### src/rtl/input_conditioner_pkg.sv
// Shared types and default constants for the input conditioner.
// cnt_width gives the bit width needed to count from 0 up to max_count.
package input_conditioner_pkg;

    typedef enum logic [1:0] {
        LED_OFF    = 2'b00,
        LED_ON     = 2'b01,
        LED_BLINK  = 2'b10,
        LED_FOLLOW = 2'b11
    } led_mode_t;

    localparam int DEF_NUM_CH          = 3;
    localparam int DEF_SYNC_STAGES     = 2;
    localparam int DEF_DEBOUNCE_CYCLES = 16;
    localparam int DEF_BLINK_CYCLES    = 12_500_000;

    function automatic int cnt_width(input int max_count);
        return (max_count < 1) ? 1 : $clog2(max_count + 1);
    endfunction

endpackage

### src/rtl/input_conditioner_debouncer.sv
// One channel: synchronizer chain, debounce counter, press pulse and sticky press flag.
// Expects an already active-high input; the top applies the polarity mask.
module debouncer
    import input_conditioner_pkg::*;
#(
    parameter int SYNC_STAGES     = DEF_SYNC_STAGES,
    parameter int DEBOUNCE_CYCLES = DEF_DEBOUNCE_CYCLES
) (
    input  logic clock,
    input  logic reset,
    input  logic din,
    input  logic clear,
    output logic level,
    output logic pressed_pulse,
    output logic pressed_latched
);

    localparam int CW = cnt_width(DEBOUNCE_CYCLES);
    localparam logic [CW-1:0] CNT_LAST = CW'(DEBOUNCE_CYCLES - 1);

    logic [SYNC_STAGES-1:0] sync_reg;
    logic [CW-1:0]          cnt_reg, cnt_next;
    logic                   level_reg, level_next;
    logic                   pulse_reg, pulse_next;
    logic                   latched_reg, latched_next;
    logic                   synced;

    assign synced = sync_reg[SYNC_STAGES-1];

    always_comb begin
        cnt_next     = cnt_reg;
        level_next   = level_reg;
        pulse_next   = 1'b0;
        latched_next = latched_reg;

        if (synced == level_reg) begin
            cnt_next = '0;
        end else if (cnt_reg == CNT_LAST) begin
            // Accept the change on the cycle the count would reach DEBOUNCE_CYCLES.
            cnt_next   = '0;
            level_next = ~level_reg;
            pulse_next = ~level_reg;
        end else begin
            cnt_next = cnt_reg + 1'b1;
        end

        // A new press wins over a coincident clear so no press is lost.
        if (pulse_reg) begin
            latched_next = 1'b1;
        end else if (clear) begin
            latched_next = 1'b0;
        end
    end

    always_ff @(posedge clock or posedge reset) begin
        if (reset) begin
            sync_reg    <= '0;
            cnt_reg     <= '0;
            level_reg   <= 1'b0;
            pulse_reg   <= 1'b0;
            latched_reg <= 1'b0;
        end else begin
            sync_reg    <= {sync_reg[SYNC_STAGES-2:0], din};
            cnt_reg     <= cnt_next;
            level_reg   <= level_next;
            pulse_reg   <= pulse_next;
            latched_reg <= latched_next;
        end
    end

    assign level           = level_reg;
    assign pressed_pulse   = pulse_reg;
    assign pressed_latched = latched_reg;

endmodule

### src/rtl/input_conditioner.sv
// Conditions NUM_CH raw pins into debounced levels, press pulses and sticky press flags,
// and drives a status LED that can be off, on, blinking or following channel 0.
module input_conditioner
    import input_conditioner_pkg::*;
#(
    parameter int                NUM_CH          = DEF_NUM_CH,
    parameter int                SYNC_STAGES     = DEF_SYNC_STAGES,
    parameter int                DEBOUNCE_CYCLES = DEF_DEBOUNCE_CYCLES,
    parameter logic [NUM_CH-1:0] ACTIVE_LOW_MASK = '1,
    parameter int                BLINK_CYCLES    = DEF_BLINK_CYCLES
) (
    input  logic              clock,
    input  logic              reset,
    input  logic [NUM_CH-1:0] raw_in,
    input  logic [NUM_CH-1:0] clear_inputs,
    output logic [NUM_CH-1:0] level,
    output logic [NUM_CH-1:0] pressed_pulse,
    output logic [NUM_CH-1:0] pressed_latched,
    input  logic [1:0]        led_mode,
    output logic              LED
);

    localparam int BW = cnt_width(BLINK_CYCLES);
    localparam logic [BW-1:0] BLINK_LAST = BW'(BLINK_CYCLES - 1);

    logic [NUM_CH-1:0] norm;

    assign norm = raw_in ^ ACTIVE_LOW_MASK;

    generate
        for (genvar gi = 0; gi < NUM_CH; gi++) begin : g_ch
            debouncer #(
                .SYNC_STAGES     (SYNC_STAGES),
                .DEBOUNCE_CYCLES (DEBOUNCE_CYCLES)
            ) u_debouncer (
                .clock           (clock),
                .reset           (reset),
                .din             (norm[gi]),
                .clear           (clear_inputs[gi]),
                .level           (level[gi]),
                .pressed_pulse   (pressed_pulse[gi]),
                .pressed_latched (pressed_latched[gi])
            );
        end
    endgenerate

    led_mode_t       mode;
    led_mode_t       mode_prev_reg;
    logic [BW-1:0]   blink_reg, blink_next;
    logic            led_reg, led_next;

    assign mode = led_mode_t'(led_mode);

    always_comb begin
        led_next   = led_reg;
        blink_next = '0;
        case (mode)
            LED_OFF:    led_next = 1'b0;
            LED_ON:     led_next = 1'b1;
            LED_FOLLOW: led_next = level[0];
            LED_BLINK: begin
                // Entering blink mode restarts the half-period with the LED lit.
                if (mode_prev_reg != LED_BLINK) begin
                    led_next = 1'b1;
                end else if (blink_reg == BLINK_LAST) begin
                    led_next = ~led_reg;
                end else begin
                    blink_next = blink_reg + 1'b1;
                end
            end
            default:    led_next = 1'b0;
        endcase
    end

    always_ff @(posedge clock or posedge reset) begin
        if (reset) begin
            mode_prev_reg <= LED_OFF;
            blink_reg     <= '0;
            led_reg       <= 1'b0;
        end else begin
            mode_prev_reg <= mode;
            blink_reg     <= blink_next;
            led_reg       <= led_next;
        end
    end

    assign LED = led_reg;

endmodule

### config.mk
export PLATFORM = sky130hd
export DESIGN_NAME = input_conditioner
export DESIGN_NICKNAME = d
export VERILOG_FILES = /design/src/rtl/input_conditioner_pkg.sv /design/src/rtl/input_conditioner_debouncer.sv /design/src/rtl/input_conditioner.sv
export SDC_FILE = /design/constraint.sdc
export NUM_CORES = 1
export LEC_CHECK = 0
export CORE_MARGIN = 4
export CORE_UTILIZATION = 60
export DETAILED_ROUTE_END_ITERATION = 10
export PLACE_DENSITY = 0.88
export SLEW_MARGIN = 0
export SYNTH_ARGS = -nofsm -noshare
export SYNTH_HDL_FRONTEND = slang
export SYNTH_SLANG_ARGS = --single-unit
### constraint.sdc
create_clock -name clock -period 3 [get_ports clock]
set_clock_uncertainty 0.05 [all_clocks]
set_input_delay 0.3 -clock clock [delete_from_list [all_inputs] [get_ports clock]]
set_output_delay 0.3 -clock clock [all_outputs]
set_load 0.02 [all_outputs]
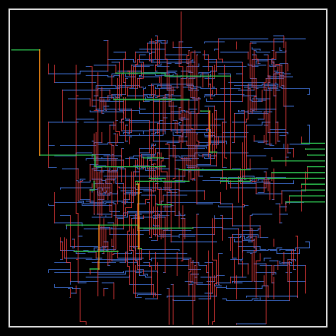
Fig. 1. Routed metal, one colour a layer.
legend:
  orange:
    layer: metal 4
    wire_length: 59.2 um
  blue:
    layer: metal 1
    wire_length: 1,990 um
  green:
    layer: metal 3
    wire_length: 273 um
  red:
    layer: metal 2
    wire_length: 2,130 um
detailed-route via count: 1,793
total wire length: 4.448 mm
wire length per cell after detailed routing: 14.26 um
global-route total usage across every layer: 0.1956

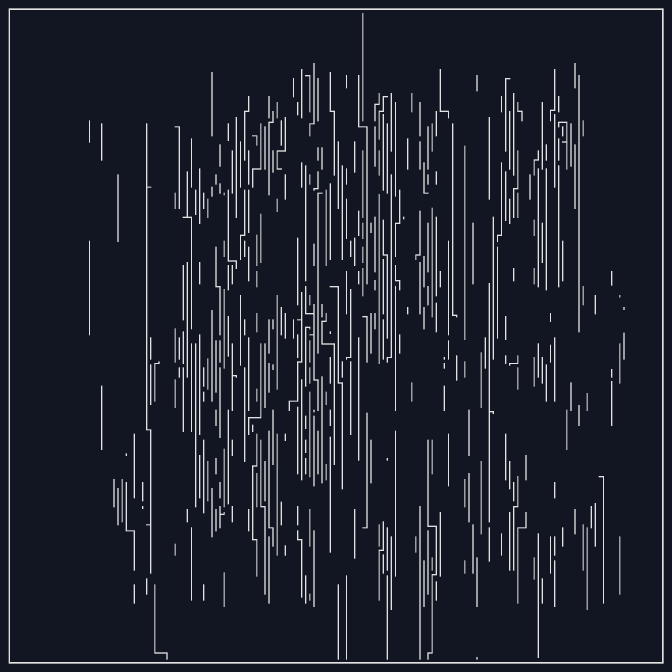
Fig. 2. M2 wires.
wire length on this layer: 2,130 um
main direction: vertical
longest straight run: 34.5 um
global-route met2 utilization: 0.3031

==> run notes <==
Implementation results. Per the CTS log, the maximum H-tree level is 3. Pin count of the biggest net entering global routing landed at 26. The first global-routing pass estimated 7.824 mm of wire.

The floorplan step set the die width to 73.53 um. The tree is rooted in a sky130_fd_sc_hd__clkbuf_8. The worst-case reg-to-reg setup slack stands at 880 ps. In the CTS report, the clock slew at the register clock pins of the worst setup and hold paths is listed as 60 ps. In the final layout, the share of cells above drive strength 1 is 0.1107.

According to the finish report, the design has a final net count of 272. Yosys warning count landed at 0. Detailed-route iteration 0 reported a violation count of 126. Once the clock tree was built, the resizer swapped 0 gates to a different size. Power density normalized to cell area landed at 531.8 mW/mm2. Hold violation count in the final report landed at 0. Fill cells in the final layout number 286.

OpenSTA lists the critical path startpoint as blink_reg[0]. Largest voltage drop on the vdd net landed at 342.0 uV. The post-synth register bit count is about 57. The endpoint identified for the worst register-to-register timing path is blink_reg[22]. Actual slew at the worst max-slew pin landed at approximately 500 ps. TritonCTS built the clock tree. Setup repair after global routing left no endpoint under its margin. Of the available clock period, the critical path in the final layout requires 0.7051.

Number of distinct standard cells referenced by the synthesized netlist landed at 39. In the synthesized netlist the async set-or-reset flop fraction comes to 1.000. Number of flops mapped to enable cells by yosys landed at 0. Final antenna-violating net count landed at 0. The run finished with clean final reports. Of the total power, registers draw 0.511. Sequential cell area landed at between 0.001 and 0.0015 mm2. For this run, design rule violations remaining after detail routing come to 0. Via count of the first global-routing pass landed at 1,833.

Power comes to 1.566 mW. The worst setup path is captured at a register. CTS added clock buffers totalling 9.

For this run, the chip area from Yosys synthesis comes to 0.002576 mm2. Of the total power, the clock network draws 0.448. The clock tree has to reach 57 sinks. After floorplanning, the core was sized to cover 0.004086 mm2.
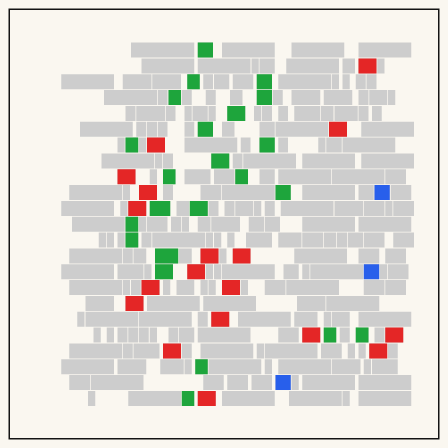
Fig. 3. Gate-type map.
legend:
  blue:
    family: AND-OR and OR-AND gates
    cells: 3
    most_used: a21o_1
  red:
    family: XOR/XNOR gates
    cells: 18
  green:
    family: AND and OR gates
    cells: 23
multi-input gate share of the layout cell area: 0.3369
Commonest Layout Cell: sky130_fd_sc_hd__dfrtp_1

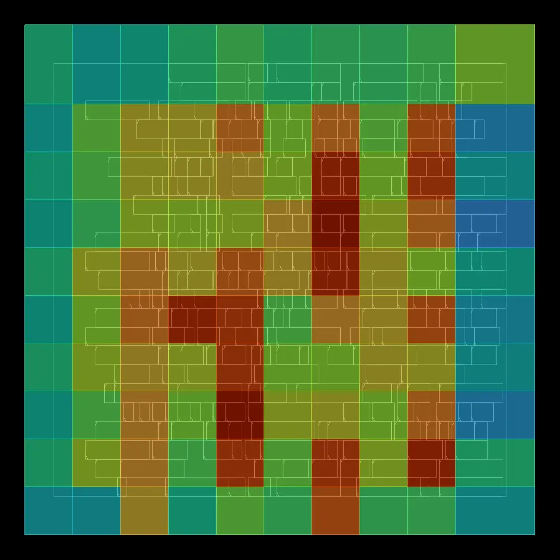
Fig. 4. Routing congestion map.
global-route layer with the greatest usage: met2
met3 track utilization from global routing: 0.08071
met1 Track Usage GR: 0.2260
fraction of the core area covered by cells at the end of the flow: 0.7208

final cells by class:
| cell class | count | share of cell area |
|---|---|---|
| Sequential cell | 57 | 0.4843 |
| Multi-Input combinational cell | 153 | 0.3369 |
| Timing Repair Buffer | 22 | 0.07222 |
| Clock buffer | 12 | 0.05268 |
| Tap cell | 50 | 0.02124 |
| Inverter | 15 | 0.01912 |
| Clock inverter | 3 | 0.01359 |
kinds of logic (layout without fill, tap and decap cells):
family	Yosys count	in the layout	synth area share
and+or+nand+nor	92	92	0.2069
adders and majority gates	4	4	0.01943
DFF	57	57	0.5537
buffers and inverters	30	52	0.06119
AOI/OAI and AO/OA	35	35	0.08013
muxes	4	4	0.01748
xor gates and xnor gates	18	18	0.06120
critical path, cell delays in order (launching register included):
cell,delay (ps)
sky130_fd_sc_hd__dfrtp_1,410
sky130_fd_sc_hd__ha_1,220
sky130_fd_sc_hd__and4_2,290
sky130_fd_sc_hd__nand4_1,370
sky130_fd_sc_hd__or4_1,540
sky130_fd_sc_hd__a21oi_1,160
metrics by stage:
stage               utilization  cells  hold WS [ps]
floorplan                     -    240         281.2
detailed placement       0.6730    297         287.1
finish                   0.7208    312         273.3
CTS                      0.7208    312         271.5
global placement         0.6730    297         281.8
global route             0.7208    312         293.5
power by group through the flow:
stage / Clock [mW] / Sequential [mW] / Combinational, mW
finish: 0.701 / 0.800 / 0.0656
global route: 0.755 / 0.801 / 0.0770
CTS: 0.715 / 0.799 / 0.0674
detailed placement: 0 / 0.813 / 0.0669
global placement: 0 / 0.812 / 0.0643
floorplan: 0 / 0.811 / 0.0385
metal layers:
layer	GRT usage	vias to the layer above	routed length [um]
met4	0.1167	0	59
met3	0.08071	8	273
met2	0.3031	44	2125
met5	0	-	0
met1	0.2260	877	1991
li1	-	864	-
No activity file was given, so power comes from the tool's default toggle rates.
